### config.mk
export PLATFORM = sky130hd
export DESIGN_NAME = ifu_axi_flat
export DESIGN_NICKNAME = d
export VERILOG_FILES = /design/src/rtl/ifu_axi_pkg.sv /design/src/rtl/ifu_axi_if.sv /design/src/rtl/ifu_perf.sv /design/src/rtl/ifu_axi.sv /design/src/flat_wrapper.sv
export SDC_FILE = /design/constraint.sdc
export NUM_CORES = 1
export LEC_CHECK = 0
export CAP_MARGIN = 30
export CORE_MARGIN = 5
export CORE_UTILIZATION = 25
export DETAILED_ROUTE_END_ITERATION = 10
export GPL_TIMING_DRIVEN = 0
export SETUP_SLACK_MARGIN = 0.2
export SYNTH_ARGS = -nofsm -noshare
export SYNTH_HDL_FRONTEND = slang
export SYNTH_SLANG_ARGS = --single-unit
### constraint.sdc
create_clock -name clock -period 3.55 [get_ports clock]
set_clock_uncertainty 0.2 [all_clocks]
set_input_delay 0.71 -clock clock [delete_from_list [all_inputs] [get_ports clock]]
set_output_delay 0.71 -clock clock [all_outputs]
set_load 0.1 [all_outputs]
### src/rtl/ifu_axi_pkg.sv
// Shared types and constants for the instruction fetch unit and its AXI4-Lite read port.
package ifu_axi_pkg;

  localparam int          IFU_XLEN_DEF   = 32;
  localparam logic [31:0] FAULT_INST_DEF = 32'h00100073; // EBREAK: a faulted fetch halts the core

  typedef enum logic [1:0] {
    IFU_IDLE,
    IFU_ADDR,
    IFU_DATA,
    IFU_RESP
  } ifu_state_e;

  typedef enum logic [1:0] {
    AXI_OKAY   = 2'b00,
    AXI_EXOKAY = 2'b01,
    AXI_SLVERR = 2'b10,
    AXI_DECERR = 2'b11
  } axi_resp_e;

  function automatic logic word_aligned(input logic [1:0] lsb);
    return lsb == 2'b00;
  endfunction

endpackage

### src/rtl/ifu_axi_if.sv
// Core-side fetch handshake plus AXI4-Lite read channels of the fetch unit.
// master = the fetch unit; slave = the core FSM and instruction bus around it.
interface ifu_axi_if #(
  parameter int XLEN = 32
) ();

  logic            ifu_reqValid;
  logic [XLEN-1:0] pc;
  logic            ifu_respValid;
  logic [XLEN-1:0] inst;
  logic            fault;

  logic [XLEN-1:0] araddr;
  logic            arvalid;
  logic            arready;
  logic [XLEN-1:0] rdata;
  logic [1:0]      rresp;
  logic            rvalid;
  logic            rready;

  modport master (
    input  ifu_reqValid, pc, arready, rdata, rresp, rvalid,
    output ifu_respValid, inst, fault, araddr, arvalid, rready
  );

  modport slave (
    output ifu_reqValid, pc, arready, rdata, rresp, rvalid,
    input  ifu_respValid, inst, fault, araddr, arvalid, rready
  );

endinterface

### src/rtl/ifu_perf.sv
// Fetch and bus-stall counters; only built when IFU_PERF_EN is defined.
`ifdef IFU_PERF_EN
module ifu_perf
  import ifu_axi_pkg::*;
(
  input  logic        clock,
  input  logic        reset,
  input  ifu_state_e  state_i,
  output logic [31:0] perf_fetches_o,
  output logic [31:0] perf_stall_cycles_o
);

  logic [31:0] fetches_q, stalls_q;

  // Both counters wrap silently; consumers take differences.
  always_ff @(posedge clock or posedge reset) begin
    if (reset) begin
      fetches_q <= '0;
      stalls_q  <= '0;
    end else begin
      if (state_i == IFU_RESP)
        fetches_q <= fetches_q + 32'd1;
      if (state_i == IFU_ADDR || state_i == IFU_DATA)
        stalls_q <= stalls_q + 32'd1;
    end
  end

  assign perf_fetches_o      = fetches_q;
  assign perf_stall_cycles_o = stalls_q;

endmodule
`endif

### src/rtl/ifu_axi.sv
// Instruction fetch unit: one AXI4-Lite read per fetch request, single-cycle response pulse.
// Optional IFU_PERF_EN adds perf_fetches / perf_stall_cycles counters.
module ifu_axi
  import ifu_axi_pkg::*;
#(
  parameter int              XLEN       = IFU_XLEN_DEF,
  parameter logic [XLEN-1:0] FAULT_INST = XLEN'(FAULT_INST_DEF)
) (
  input logic        clock,
  input logic        reset,
  ifu_axi_if.master  bus
`ifdef IFU_PERF_EN
  ,
  output logic [31:0] perf_fetches,
  output logic [31:0] perf_stall_cycles
`endif
);

  ifu_state_e      state_q;
  logic [XLEN-1:0] araddr_q;
  logic            arvalid_q;
  logic            rready_q;
  logic            resp_q;
  logic [XLEN-1:0] inst_q;
  logic            fault_q;

  // pc is only sampled in IDLE, so araddr stays put for the whole transaction.
  always_ff @(posedge clock or posedge reset) begin
    if (reset) begin
      state_q   <= IFU_IDLE;
      araddr_q  <= '0;
      arvalid_q <= 1'b0;
      rready_q  <= 1'b0;
      resp_q    <= 1'b0;
      inst_q    <= FAULT_INST;
      fault_q   <= 1'b0;
    end else begin
      resp_q <= 1'b0;
      case (state_q)
        IFU_IDLE: begin
          if (bus.ifu_reqValid) begin
            araddr_q <= bus.pc;
            if (word_aligned(bus.pc[1:0])) begin
              arvalid_q <= 1'b1;
              state_q   <= IFU_ADDR;
            end else begin
              inst_q  <= FAULT_INST;
              fault_q <= 1'b1;
              resp_q  <= 1'b1;
              state_q <= IFU_RESP;
            end
          end
        end
        IFU_ADDR: begin
          if (bus.arready) begin
            arvalid_q <= 1'b0;
            rready_q  <= 1'b1;
            state_q   <= IFU_DATA;
          end
        end
        IFU_DATA: begin
          if (bus.rvalid) begin
            rready_q <= 1'b0;
            resp_q   <= 1'b1;
            state_q  <= IFU_RESP;
            if (bus.rresp == AXI_OKAY) begin
              inst_q  <= bus.rdata;
              fault_q <= 1'b0;
            end else begin
              inst_q  <= FAULT_INST;
              fault_q <= 1'b1;
            end
          end
        end
        IFU_RESP: state_q <= IFU_IDLE;
        default:  state_q <= IFU_IDLE;
      endcase
    end
  end

  assign bus.araddr        = araddr_q;
  assign bus.arvalid       = arvalid_q;
  assign bus.rready        = rready_q;
  assign bus.ifu_respValid = resp_q;
  assign bus.inst          = inst_q;
  assign bus.fault         = fault_q;

`ifdef IFU_PERF_EN
  ifu_perf u_perf (
    .clock              (clock),
    .reset              (reset),
    .state_i            (state_q),
    .perf_fetches_o     (perf_fetches),
    .perf_stall_cycles_o(perf_stall_cycles)
  );
`endif

endmodule

### src/flat_wrapper.sv
// flat-port wrapper written by rule: the top's interface ports become plain ports
module ifu_axi_flat import ifu_axi_pkg::*;
#(
  parameter int              XLEN       = IFU_XLEN_DEF,
  parameter logic [XLEN-1:0] FAULT_INST = XLEN'(FAULT_INST_DEF)
)
  (clock, reset, bus_ifu_reqValid, bus_pc, bus_arready, bus_rdata, bus_rresp, bus_rvalid, bus_ifu_respValid, bus_inst, bus_fault, bus_araddr, bus_arvalid, bus_rready);
  ifu_axi_if #(.XLEN(XLEN)) bus_i ();
  input logic clock;
  input logic reset;
  input wire logic [$bits(bus_i.ifu_reqValid)-1:0] bus_ifu_reqValid;
  input wire logic [$bits(bus_i.pc)-1:0] bus_pc;
  input wire logic [$bits(bus_i.arready)-1:0] bus_arready;
  input wire logic [$bits(bus_i.rdata)-1:0] bus_rdata;
  input wire logic [$bits(bus_i.rresp)-1:0] bus_rresp;
  input wire logic [$bits(bus_i.rvalid)-1:0] bus_rvalid;
  output wire logic [$bits(bus_i.ifu_respValid)-1:0] bus_ifu_respValid;
  output wire logic [$bits(bus_i.inst)-1:0] bus_inst;
  output wire logic [$bits(bus_i.fault)-1:0] bus_fault;
  output wire logic [$bits(bus_i.araddr)-1:0] bus_araddr;
  output wire logic [$bits(bus_i.arvalid)-1:0] bus_arvalid;
  output wire logic [$bits(bus_i.rready)-1:0] bus_rready;
  assign bus_i.ifu_reqValid = bus_ifu_reqValid;
  assign bus_i.pc = bus_pc;
  assign bus_i.arready = bus_arready;
  assign bus_i.rdata = bus_rdata;
  assign bus_i.rresp = bus_rresp;
  assign bus_i.rvalid = bus_rvalid;
  assign bus_ifu_respValid = bus_i.ifu_respValid;
  assign bus_inst = bus_i.inst;
  assign bus_fault = bus_i.fault;
  assign bus_araddr = bus_i.araddr;
  assign bus_arvalid = bus_i.arvalid;
  assign bus_rready = bus_i.rready;
  ifu_axi #(.XLEN(XLEN), .FAULT_INST(FAULT_INST)) u_core (.clock(clock), .reset(reset), .bus(bus_i));
endmodule
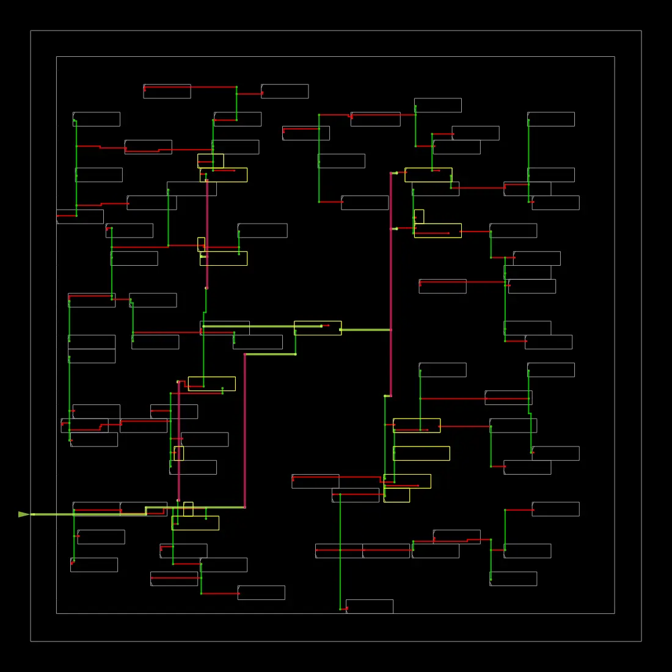
Run 1: clock nets
number of sinks handled by clock tree synthesis: 70
layout sequential cell count: 70
clock latency on the worst-skew pair: 0.32 ns
final-layout clock buffer total: 12

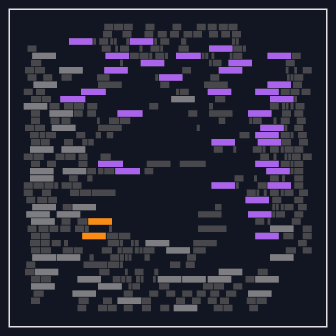
Run 1: sequential cells grouped by signal name
Other sequential cells in the stronger gray, the rest of the logic in the fainter gray.
Orange stands for u_core.state_q, flops 2. Purple stands for u_core.bus.inst, flops 32.
Another 36 sequential cells are not colored.

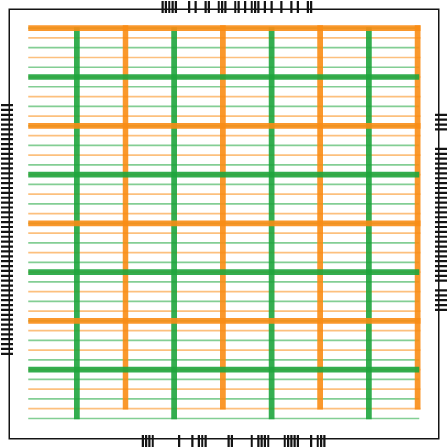
Run 1: floorplan with the power grid
Pins as bars on the die edge.
Orange stands for VDD. Green stands for VSS.
The core has 40 rows. 8 straps on met5. 139 signal pins sit on the boundary.

==> run 1: stage by stage <==
step / util / setup slack, ns / instances
global placement: 0.384 / -0.415 / 520
finish: 0.412 / 0.635 / 537
detailed placement: 0.386 / 0.797 / 521
CTS: 0.412 / 0.605 / 537
floorplan: - / 0.882 / 235
global route: 0.412 / 0.579 / 537
==> run 1: registers in the layout (all words and copies together) (netlist names) <==
| name | flops |
|---|---|
| u_core.bus.araddr | 32 |
| u_core.bus.inst | 32 |
| u_core.state_q | 2 |
| u_core.bus.arvalid | 1 |
| u_core.bus.fault | 1 |
| u_core.bus.ifu_respValid | 1 |
| u_core.bus.rready | 1 |
==> results.txt, run 1 <==
flow finished, numbers: run status complete, no violations, buffer depth of the longest clock path 2, asr flop ratio synth 1.00, minimum hold slack 0.303 ns, XOR/XNOR Area Share 0, maximum number of pins on one net before global-route repair 71, Logic Gate Count 124, antenna violations before repair 0, sequential share of the synthesized area 0.589, worst hold-check path type reg -> reg, overflow left after global routing 0, launch point of the worst path u_core.bus.inst[6]$_DFFE_PP1P_, count leader, synth sky130_fd_sc_hd__dfrtp_1, worst setup path endpoint bus_inst[6], cell family contributing the most delay on the critical path buffers and inverters, yosys stat cell total 235, Die W 119 um, maximum achievable frequency 343 MHz, post-detail-place hpwl 5.67 mm, Antenna Cells 0, GR met1 Demand/Resource 0.130, cell area after placement 4580 um2, Dominant comb cell multiplexers, fill count 1165, Layout area overhead 63.5%, GR Layer Usage met3 0.0560, well-tap cell count 147, Worst R2R Path Depth 6, vias in the first global route 2520, commonest non-fill, non-tap cell in the layout sky130_fd_sc_hd__clkdlybuf4s50_1, Non-Filler Cell Area, Final 4880 um2, logic area 1040 um2, average instance area after synthesis 12.7 um2, setup violators final 0, Reg2Reg Setup Slack 1.35 ns, layout cell share with drive strength beyond 1 0.182, detailed-router iteration count before antenna repair 4, summed negative setup slack over all endpoints 0 ns, Vias 2232, via count normalized by instance count 4.16, number of non-clock inverters 32, worst reg2reg path endpoint u_core.bus.inst[0]$_DFFE_PP1P_, met3 layer wire length in the routed design 921 um, compound-gate portion of the synthesized area 0.0272, tally of yosys warning messages 0, top_reg_cell synth sky130_fd_sc_hd__dfrtp_1, area fraction in full adders, half adders and majority gates 0.0168, post-cts repair resize count 0, wire length per cell 14.2 um, wire length of the first global-routing pass 12.6 mm, final number of hold-violating endpoints 0, register share of the cell area 0.360, Synth mux share 0.237, Chip Footprint 14200 um2, Hold Path Sink u_core.bus.araddr[12]$_DFFE_PP0P_, Critical R2R Launch u_core.state_q[0]$_DFFE_PP0P_, Crit path largest cell delay 1.15 ns, data arrival time of the critical path 2.01 ns, starting DRC count in detailed routing 82, Worst path depth 1, gpl congestion 0.749, library cell with the largest summed area after synthesis sky130_fd_sc_hd__dfrtp_1, data required time at the worst endpoint 2.64 ns, top cells by count sky130_fd_sc_hd__dfrtp_1 (64), sky130_fd_sc_hd__mux2_2 (36), sky130_fd_sc_hd__inv_1 (32), Total Nets Final 460, clock tree from TritonCTS built, final routed DRC violation total 0, number of logged tool warnings 29, Root Buffer sky130_fd_sc_hd__clkbuf_16, count of unique library cells instantiated by Yosys 22, count of plain and timing-repair buffers in the layout 148, unrepaired setup endpoints after global routing no, most area-consuming cells after synthesis sky130_fd_sc_hd__dfrtp_1 (54%), sky130_fd_sc_hd__mux2_2 (14%), sky130_fd_sc_hd__mux2i_1 (9.0%), Starting Density 0.252, Routed WL 7.62 mm, final antenna-violating net count 0, die span in y 119 um, CP max FO 2, cell depth of the worst min-delay path 1, post-synth top area share 0.536, post-synthesis share of cell area spent on and, or, nand and nor gates 0.0657, total global routing track utilization 0.111, Yosys Chip Area 2990 um2, sum of met2 wire segment lengths after detailed routing 3.30 mm, Num CTS Buffers 9, Post-Syn Instances 235, non-clock buffer contribution to total cell area 0.303, slowest cell on the critical path sky130_fd_sc_hd__clkdlybuf4s50_1, most numerous logic cells after layout sky130_fd_sc_hd__clkdlybuf4s50_1 (138), sky130_fd_sc_hd__dfrtp_1 (64), sky130_fd_sc_hd__mux2_2 (36), post-synth tally of flip-flops with integrated enable 0, post-CTS setup-driven buffer insertion count 0, Slew Limit Headroom 0.326, Final clock-cell share 0.0617, clock-pin slew reported for the worst setup and hold paths after clock tree synthesis 0.06 ns, reported max-cap violation count 0, Synth flops 70, actual transition at the worst max-transition pin 1.01 ns, minimum clock period 2.92 ns, count of hold-fix buffers inserted at cts 0, Floorplan Nets 310, M2 GR Usage 0.170, combinational fraction of the cell area 0.212, synthesized cell area 2990 um2, combined flip-flop and latch cell area 1760 um2, class of the most critical setup path reg -> out, share of the cycle needed by the critical path after routing 0.821, sort of element at the end of the critical path output port, most used routing layer met2, number of pins with negative max-slew slack in the final report 0, core area 11900 um2, Highest Signal Layer met4
Run 1, gate families picked out:
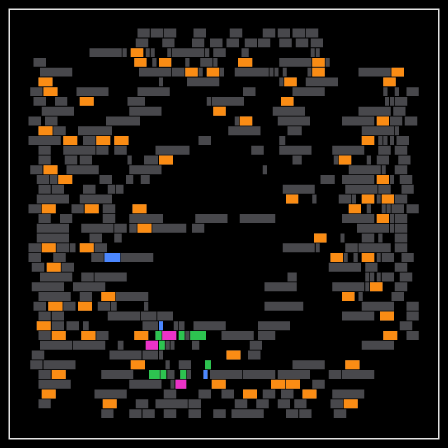

--- run 2 (diff from run 1) ---
==> constraint.sdc (replaced) <==
create_clock -name clock -period 2.86 [get_ports clock]
set_clock_uncertainty 0.2 [all_clocks]
set_input_delay 0.572 -clock clock [delete_from_list [all_inputs] [get_ports clock]]
set_output_delay 0.572 -clock clock [all_outputs]
set_load 0.1 [all_outputs]
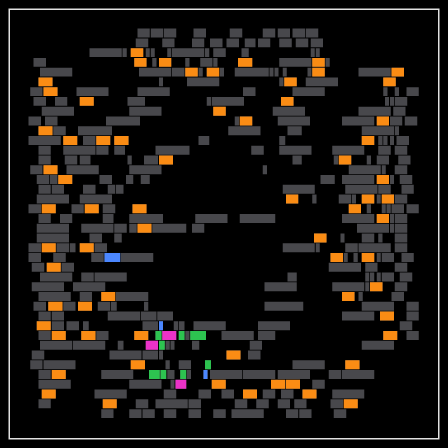
Run 2: gate families picked out
Magenta stands for non-inverting ao/oa cells, cells 3. Blue stands for nor cells, cells 3. Orange stands for mux cells, cells 66, where all over the die. Green stands for aoi and oai cells, cells 8.

==> run 2 against run 1 <==
Clock-buffer cell count stayed put. Final cell count stayed put. Critical endpoint is now bus_araddr[9]. Design area down 0.13%. Critical path depth did not move. Area after synthesis is the same. Largest cell class unchanged.
==> results.txt, run 2 <==
flow finished, numbers: final number of hold-violating endpoints 0, most area-consuming cells after synthesis sky130_fd_sc_hd__dfrtp_1 (54%), sky130_fd_sc_hd__mux2_2 (14%), sky130_fd_sc_hd__mux2i_1 (9.0%), via count normalized by instance count 4.15, class of the most critical setup path reg -> out, Worst path depth 1, Dominant comb cell multiplexers, reported max-cap violation count 0, Root Buffer sky130_fd_sc_hd__clkbuf_16, Synth mux share 0.237, tally of yosys warning messages 0, post-synth top area share 0.536, library cell with the largest summed area after synthesis sky130_fd_sc_hd__dfrtp_1, average instance area after synthesis 12.7 um2, minimum hold slack 0.303 ns, Routed WL 7.61 mm, launch point of the worst path u_core.bus.araddr[9]$_DFFE_PP0P_, post-route setup slack 0.258 ns, total global routing track utilization 0.111, Die W 119 um, Vias 2231, filler-free cell count of the finished design 537, Post-Syn Instances 235, Worst R2R Path Depth 6, antenna violations before repair 0, Synth flops 70, unrepaired setup endpoints after global routing no, data arrival time of the critical path 1.83 ns, Floorplan Nets 310, cell area after placement 4580 um2, count leader, synth sky130_fd_sc_hd__dfrtp_1, post-CTS setup-driven buffer insertion count 0, post-detail-place hpwl 5.67 mm, number of logged tool warnings 29, Yosys Chip Area 2990 um2, Critical R2R Launch u_core.state_q[0]$_DFFE_PP0P_, sort of element at the end of the critical path output port, most numerous logic cells after layout sky130_fd_sc_hd__clkdlybuf4s50_1 (133), sky130_fd_sc_hd__dfrtp_1 (64), sky130_fd_sc_hd__mux2_2 (36), maximum achievable frequency 384 MHz, final antenna-violating net count 0, commonest non-fill, non-tap cell in the layout sky130_fd_sc_hd__clkdlybuf4s50_1, worst setup slack before clock tree synthesis 0.245 ns, starting DRC count in detailed routing 83, Reg2Reg Setup Slack 0.66 ns, data required time at the worst endpoint 2.09 ns, met3 layer wire length in the routed design 918 um, sequential share of the synthesized area 0.589, Starting Density 0.252, top_reg_cell synth sky130_fd_sc_hd__dfrtp_1, number of sinks handled by clock tree synthesis 70, core area 11900 um2, cell family contributing the most delay on the critical path buffers and inverters, asr flop ratio synth 1.00, placed cell count 521, Layout area overhead 63.3%, die span in y 119 um, count of hold-fix buffers inserted at cts 0, number of pins with negative max-slew slack in the final report 0, Highest Signal Layer met4, gpl congestion 0.749, summed negative setup slack over all endpoints 0 ns, run status complete, no violations, worst hold-check path type reg -> reg
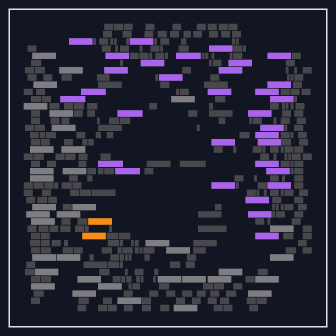
Run 2: sequential cells grouped by signal name
Other sequential cells in the stronger gray, the rest of the logic in the fainter gray.
Purple stands for u_core.bus.inst, flops 32. Orange stands for u_core.state_q, flops 2.
Another 36 sequential cells are not colored.

run 2: worst paths after layout:
path	end
setup reg to reg	u_core.bus.inst[0]$_DFFE_PP1P_
min in group asynchronous	u_core.bus.araddr[5]$_DFFE_PP0P_
hold reg to reg	u_core.bus.araddr[12]$_DFFE_PP0P_
setup / recovery	bus_araddr[9]
hold / removal	u_core.bus.araddr[12]$_DFFE_PP0P_
max in group asynchronous	u_core.bus.inst[18]$_DFFE_PP0P_
run 2: final cells by class:
type | instances | area (um2)
clock inverters | 4 | 45.0
inverters | 32 | 123
flip-flops and latches | 70 | 1760
fillers | 1166 | 6980
multi-input cells | 124 | 1040
clock buffers | 12 | 256
repair buffers | 139 | 1400
plain buffers | 9 | 71.3
well taps | 147 | 184
